Figure 1. Port wiring.
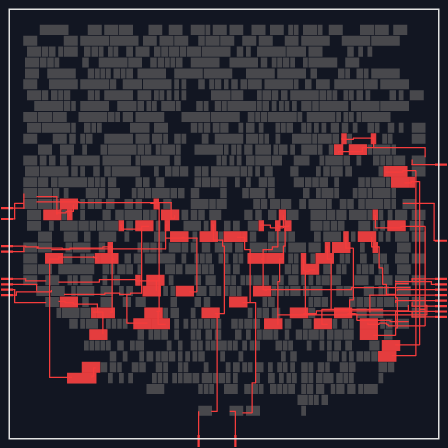
Figure 2. Metal 3.
Bar = 20 um.
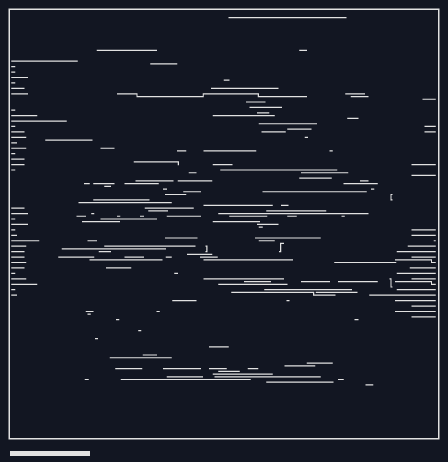
Figure 3. Placement view.
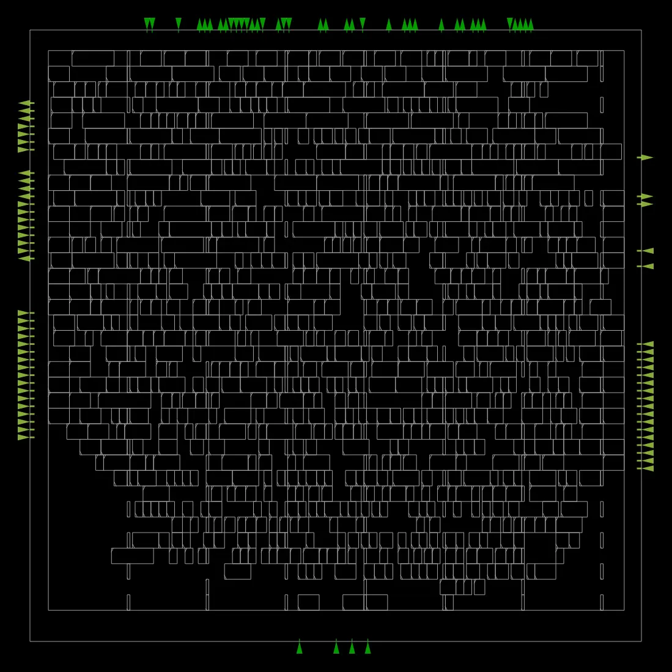
Figure 4. Cell classes on the final placement.
Fill, decap, tap and diode cells in grey.
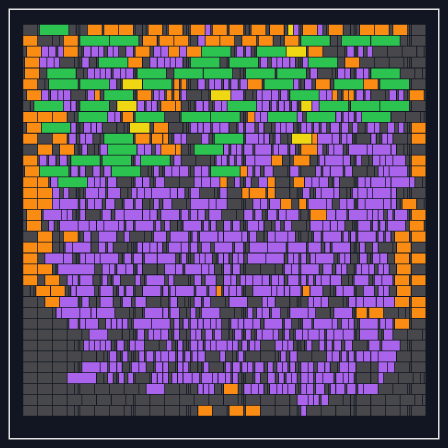
Figure 5. M2 wires.
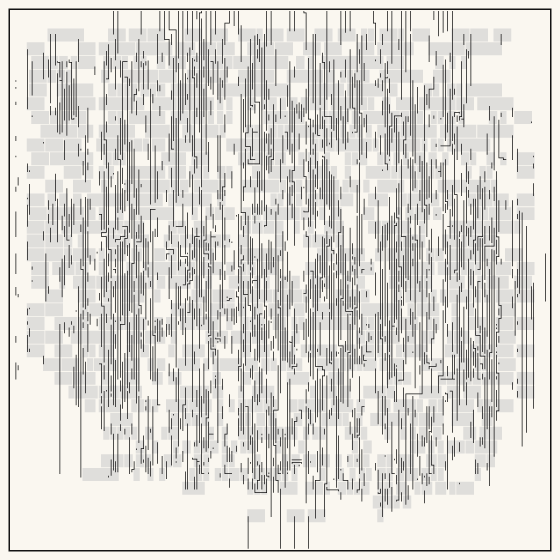
$ cat config.mk
export PLATFORM = sky130hd
export DESIGN_NAME = regfile_exec_controller
export DESIGN_NICKNAME = d
export VERILOG_FILES = /design/src/rtl/regfile_exec_controller_pkg.sv /design/src/rtl/regfile_exec_controller_exec_alu.sv /design/src/rtl/regfile_exec_controller.sv
export SDC_FILE = /design/constraint.sdc
export NUM_CORES = 1
export LEC_CHECK = 0
export ABC_AREA = 1
export CAP_MARGIN = 20
export CORE_MARGIN = 3
export CORE_UTILIZATION = 50
export CTS_CLUSTER_DIAMETER = 100
export DETAILED_ROUTE_END_ITERATION = 10
export GPL_TIMING_DRIVEN = 0
export PLACE_DENSITY_LB_ADDON = 0.3
export SETUP_SLACK_MARGIN = 0.02
export SYNTH_ARGS = -nofsm -noshare
export SYNTH_HDL_FRONTEND = slang
export SYNTH_SLANG_ARGS = --single-unit
$ cat constraint.sdc
create_clock -name clock -period 4.1 [get_ports clock]
set_input_delay 0.615 -clock clock [delete_from_list [all_inputs] [get_ports clock]]
set_output_delay 0.615 -clock clock [all_outputs]
set_load 0.01 [all_outputs]
$ cat src/rtl/regfile_exec_controller_pkg.sv
// Shared constants, opcode/state enums and instruction field positions for the
// execute/writeback sequencer in front of the 16x20 register file.
package regfile_exec_controller_pkg;

    localparam int DATA_W = 20;
    localparam int ADDR_W = 4;
    localparam int IMM_W  = 8;
    localparam int OPC_W  = 4;

    // Instruction word: opcode[19:16] rd[15:12] rs1[11:8] rs2[7:4], imm overlays [7:0]
    localparam int OPC_LSB = 16;
    localparam int RD_LSB  = 12;
    localparam int RS1_LSB = 8;
    localparam int RS2_LSB = 4;
    localparam int IMM_LSB = 0;

    typedef enum logic [OPC_W-1:0] {
        OP_NOP  = 4'h0,
        OP_ADD  = 4'h1,
        OP_SUB  = 4'h2,
        OP_AND  = 4'h3,
        OP_OR   = 4'h4,
        OP_XOR  = 4'h5,
        OP_ADDI = 4'h6,
        OP_LDI  = 4'h7,
        OP_SHL  = 4'h8,
        OP_SHR  = 4'h9,
        OP_HALT = 4'hF
    } opcode_e;

    typedef enum logic [2:0] {
        ST_IDLE,
        ST_DECODE,
        ST_EXEC,
        ST_WB,
        ST_HALTED
    } state_e;

    // Opcodes that produce a register-file write; A-E fall outside and act as NOP.
    function automatic logic is_alu_op(input logic [OPC_W-1:0] op);
        return (op >= OP_ADD) && (op <= OP_SHR);
    endfunction

endpackage

$ cat src/rtl/regfile_exec_controller_exec_alu.sv
// Combinational ALU for the execute stage; carry is the 21st bit of the
// widened operation (carry-out for ADD/ADDI, borrow for SUB, 0 otherwise).
module exec_alu
    import regfile_exec_controller_pkg::*;
(
    input  logic [OPC_W-1:0]  op_i,
    input  logic [DATA_W-1:0] a_i,
    input  logic [DATA_W-1:0] b_i,
    input  logic [IMM_W-1:0]  imm_i,
    output logic [DATA_W-1:0] result_o,
    output logic              carry_o
);

    logic [DATA_W:0]   wide;
    logic [DATA_W-1:0] imm_sx;
    logic [DATA_W-1:0] imm_zx;

    assign imm_sx = {{(DATA_W-IMM_W){imm_i[IMM_W-1]}}, imm_i};
    assign imm_zx = {{(DATA_W-IMM_W){1'b0}}, imm_i};

    always_comb begin
        wide = '0;
        case (op_i)
            OP_ADD:  wide = {1'b0, a_i} + {1'b0, b_i};
            OP_SUB:  wide = {1'b0, a_i} - {1'b0, b_i};
            OP_AND:  wide = {1'b0, a_i & b_i};
            OP_OR:   wide = {1'b0, a_i | b_i};
            OP_XOR:  wide = {1'b0, a_i ^ b_i};
            OP_ADDI: wide = {1'b0, a_i} + {1'b0, imm_sx};
            OP_LDI:  wide = {1'b0, imm_zx};
            OP_SHL:  wide = {2'b00, a_i[DATA_W-2:0], 1'b0};
            OP_SHR:  wide = {2'b00, a_i[DATA_W-1:1]};
            default: wide = '0;
        endcase
    end

    assign result_o = wide[DATA_W-1:0];
    assign carry_o  = wide[DATA_W];

endmodule

$ cat src/rtl/regfile_exec_controller.sv
// Multi-cycle execute/writeback sequencer, sole writer of the register file.
// Optional STATUS_FLAGS_EN adds zero/neg/carry flags updated at the WB edge.
module regfile_exec_controller
    import regfile_exec_controller_pkg::*;
(
    input  logic              clock,
    input  logic              reset_n,
    input  logic              instrValid,
    input  logic [DATA_W-1:0] instrData,
    output logic              instrReady,
    output logic              regEnable,
    output logic              writeEnable,
    output logic [ADDR_W-1:0] writeRegister,
    output logic [DATA_W-1:0] WriteData,
    output logic [ADDR_W-1:0] ReadRegister1,
    output logic [ADDR_W-1:0] ReadRegister2,
    input  logic [DATA_W-1:0] ReadData1,
    input  logic [DATA_W-1:0] ReadData2,
    output logic              busy,
    output logic              halted
`ifdef STATUS_FLAGS_EN
  , output logic              flagZero,
    output logic              flagNeg,
    output logic              flagCarry
`endif
);

    state_e            state_q;
    logic [OPC_W-1:0]  op_q;
    logic [ADDR_W-1:0] rd_q;
    logic [IMM_W-1:0]  imm_q;
    logic              ready_q;
    logic              regen_q;
    logic              we_q;
    logic [ADDR_W-1:0] wreg_q;
    logic [DATA_W-1:0] wdata_q;
    logic [ADDR_W-1:0] rreg1_q;
    logic [ADDR_W-1:0] rreg2_q;
    logic              busy_q;
    logic              halted_q;

    logic [DATA_W-1:0] res_d;
    logic              carry_d;

    exec_alu u_alu (
        .op_i     (op_q),
        .a_i      (ReadData1),
        .b_i      (ReadData2),
        .imm_i    (imm_q),
        .result_o (res_d),
        .carry_o  (carry_d)
    );

    // Read addresses are captured straight from the accepted word so they are
    // already stable during DECODE and held through EXEC.
    always_ff @(posedge clock) begin
        if (!reset_n) begin
            state_q  <= ST_IDLE;
            op_q     <= '0;
            rd_q     <= '0;
            imm_q    <= '0;
            ready_q  <= 1'b1;
            regen_q  <= 1'b0;
            we_q     <= 1'b0;
            wreg_q   <= '0;
            wdata_q  <= '0;
            rreg1_q  <= '0;
            rreg2_q  <= '0;
            busy_q   <= 1'b0;
            halted_q <= 1'b0;
        end else begin
            regen_q <= 1'b1;
            we_q    <= 1'b0;
            case (state_q)
                ST_IDLE: begin
                    if (instrValid) begin
                        op_q    <= instrData[OPC_LSB +: OPC_W];
                        rd_q    <= instrData[RD_LSB  +: ADDR_W];
                        imm_q   <= instrData[IMM_LSB +: IMM_W];
                        rreg1_q <= instrData[RS1_LSB +: ADDR_W];
                        rreg2_q <= instrData[RS2_LSB +: ADDR_W];
                        ready_q <= 1'b0;
                        busy_q  <= 1'b1;
                        state_q <= ST_DECODE;
                    end
                end
                ST_DECODE: begin
                    if (op_q == OP_HALT) begin
                        busy_q   <= 1'b0;
                        halted_q <= 1'b1;
                        state_q  <= ST_HALTED;
                    end else if (is_alu_op(op_q)) begin
                        state_q <= ST_EXEC;
                    end else begin
                        ready_q <= 1'b1;
                        busy_q  <= 1'b0;
                        state_q <= ST_IDLE;
                    end
                end
                ST_EXEC: begin
                    wdata_q <= res_d;
                    wreg_q  <= rd_q;
                    we_q    <= 1'b1;
                    state_q <= ST_WB;
                end
                ST_WB: begin
                    ready_q <= 1'b1;
                    busy_q  <= 1'b0;
                    state_q <= ST_IDLE;
                end
                ST_HALTED: begin
                    state_q <= ST_HALTED;
                end
                default: begin
                    ready_q <= 1'b1;
                    busy_q  <= 1'b0;
                    state_q <= ST_IDLE;
                end
            endcase
        end
    end

    assign instrReady    = ready_q;
    assign regEnable     = regen_q;
    assign writeEnable   = we_q;
    assign writeRegister = wreg_q;
    assign WriteData     = wdata_q;
    assign ReadRegister1 = rreg1_q;
    assign ReadRegister2 = rreg2_q;
    assign busy          = busy_q;
    assign halted        = halted_q;

`ifdef STATUS_FLAGS_EN
    logic carry_q;
    logic fz_q;
    logic fn_q;
    logic fc_q;

    // Carry is captured alongside the result so flags reflect the committed write.
    always_ff @(posedge clock) begin
        if (!reset_n) begin
            carry_q <= 1'b0;
            fz_q    <= 1'b0;
            fn_q    <= 1'b0;
            fc_q    <= 1'b0;
        end else begin
            if (state_q == ST_EXEC) begin
                carry_q <= carry_d;
            end
            if (state_q == ST_WB) begin
                fz_q <= (wdata_q == '0);
                fn_q <= wdata_q[DATA_W-1];
                fc_q <= carry_q;
            end
        end
    end

    assign flagZero  = fz_q;
    assign flagNeg   = fn_q;
    assign flagCarry = fc_q;
`else
    logic carry_unused;
    assign carry_unused = carry_d;
`endif

endmodule

==> out/summary.json <==
{
  "num-nonclk-buffers": 132,
  "logic_area_sq_um": 3530,
  "min_period_over_period_pct": 93.8,
  "synthArstFlopShare_pct": 0,
  "internal-power_mw": 1.02,
  "syn-mean-instance-area_sq_um": 6.48,
  "max_freq_mhz": 260,
  "yosys.area_share.adder_pct": 15.4,
  "antennaDiodeCount": 0,
  "cts_tree": "built",
  "route.antenna.remaining_nets": 0,
  "synthCells": 787,
  "drc": 0,
  "vias_per_cell": 5.69,
  "chipWidth_um": 107,
  "cp_common_cell": "nand2_1",
  "layout.comb_gates.multi_input": 606,
  "synth_seq_share_pct": 20.4,
  "crit_buf_inv": 3,
  "chip_area_sq_um": 11400,
  "met3_resource_use_gr_pct": 3.55,
  "pwr-share-clk_pct": 17.8,
  "worst-path-max-fanout": 5,
  "combinational_gate_power_uw": 862,
  "critPathRequiredTime_ns": 4.28,
  "maximum_level_of_the_cts_h_tree": 2,
  "critical_path.endpoint": "WriteData[14]",
  "power_frac_comb_pct": 49.6,
  "drv_slew": 0,
  "result_of_the_run": "completed",
  "cp-end-kind": "flip-flop",
  "setup_viol": 0,
  "layout_top_cell": "nand2_1",
  "worst_path_arrival_time_ns": 4.03,
  "timing_worst_slew_pin_value_ns": 0.731,
  "criticalPathCategory": "in2reg",
  "hold_path_end": "WriteData[16]",
  "cellLeakagePower_nw": 2.76,
  "slew-limit-headroom_pct": 50.8
}
About Figure 1:
Key: `ReadData1` = red [bits 20, direction input, edge 10 right, 8 left, 2 bottom, end cells 65, buffers 20, wire 1140 um]

About Figure 2:
The layer carries 1290 um of wire. The wires run mostly horizontal. 141 nets have wire on it.
DR vias: 5854
total detailed-routing wirelength: 16.4 mm

About Figure 3:
register fraction of the total cell area: 16.3%
Filler cells: 901

About Figure 4:
Key: registers = green [cells 52, share of their area 17%]; remaining logic cells = purple [cells 703, share of their area 63%]; remaining buffers and delay cells = orange [cells 132, share of their area 19%]; clock drivers and dummy loads = yellow [cells 8, share of their area 1.5%]

About Figure 5:
The longest straight run is 46.2 um. The layer holds 44% of the routed length. The wires run mostly vertical. 833 nets have wire on it.
fraction of met2 tracks used by global routing: 45.1%

-- through the flow --
step / setup TNS, ns / instances / power, mW
finish: 0 / 1028 / 1.74
detailed placement: -0.113 / 1019 / 1.42
global route: 0 / 1028 / 1.86
floorplan: 0 / 787 / 1.12
CTS: 0 / 1027 / 1.72
global placement: -0.113 / 1019 / 1.41
-- metal layers --
layer	up-vias	part of all wire [%]
met5	-	0
met4	0	3.5
met3	39	7.8
met2	279	44
met1	2646	45
li1	2890	-
-- sequential cells by signal, summed over array words and instances, names as in the netlist --
name,count
WriteData,20
imm_q,8
ReadRegister1,4
op_q,4
rd_q,4
writeRegister,4
state_q,3
busy,1
halted,1
instrReady,1
regEnable,1
writeEnable,1
-- tightest hold or removal path, cell delays in order, from the launching register on --
cell and delay [ns]:
dfxtp_1 0.32, nand2_1 0.06, a21oi_1 0.05
Power and IR drop assume default switching activity.
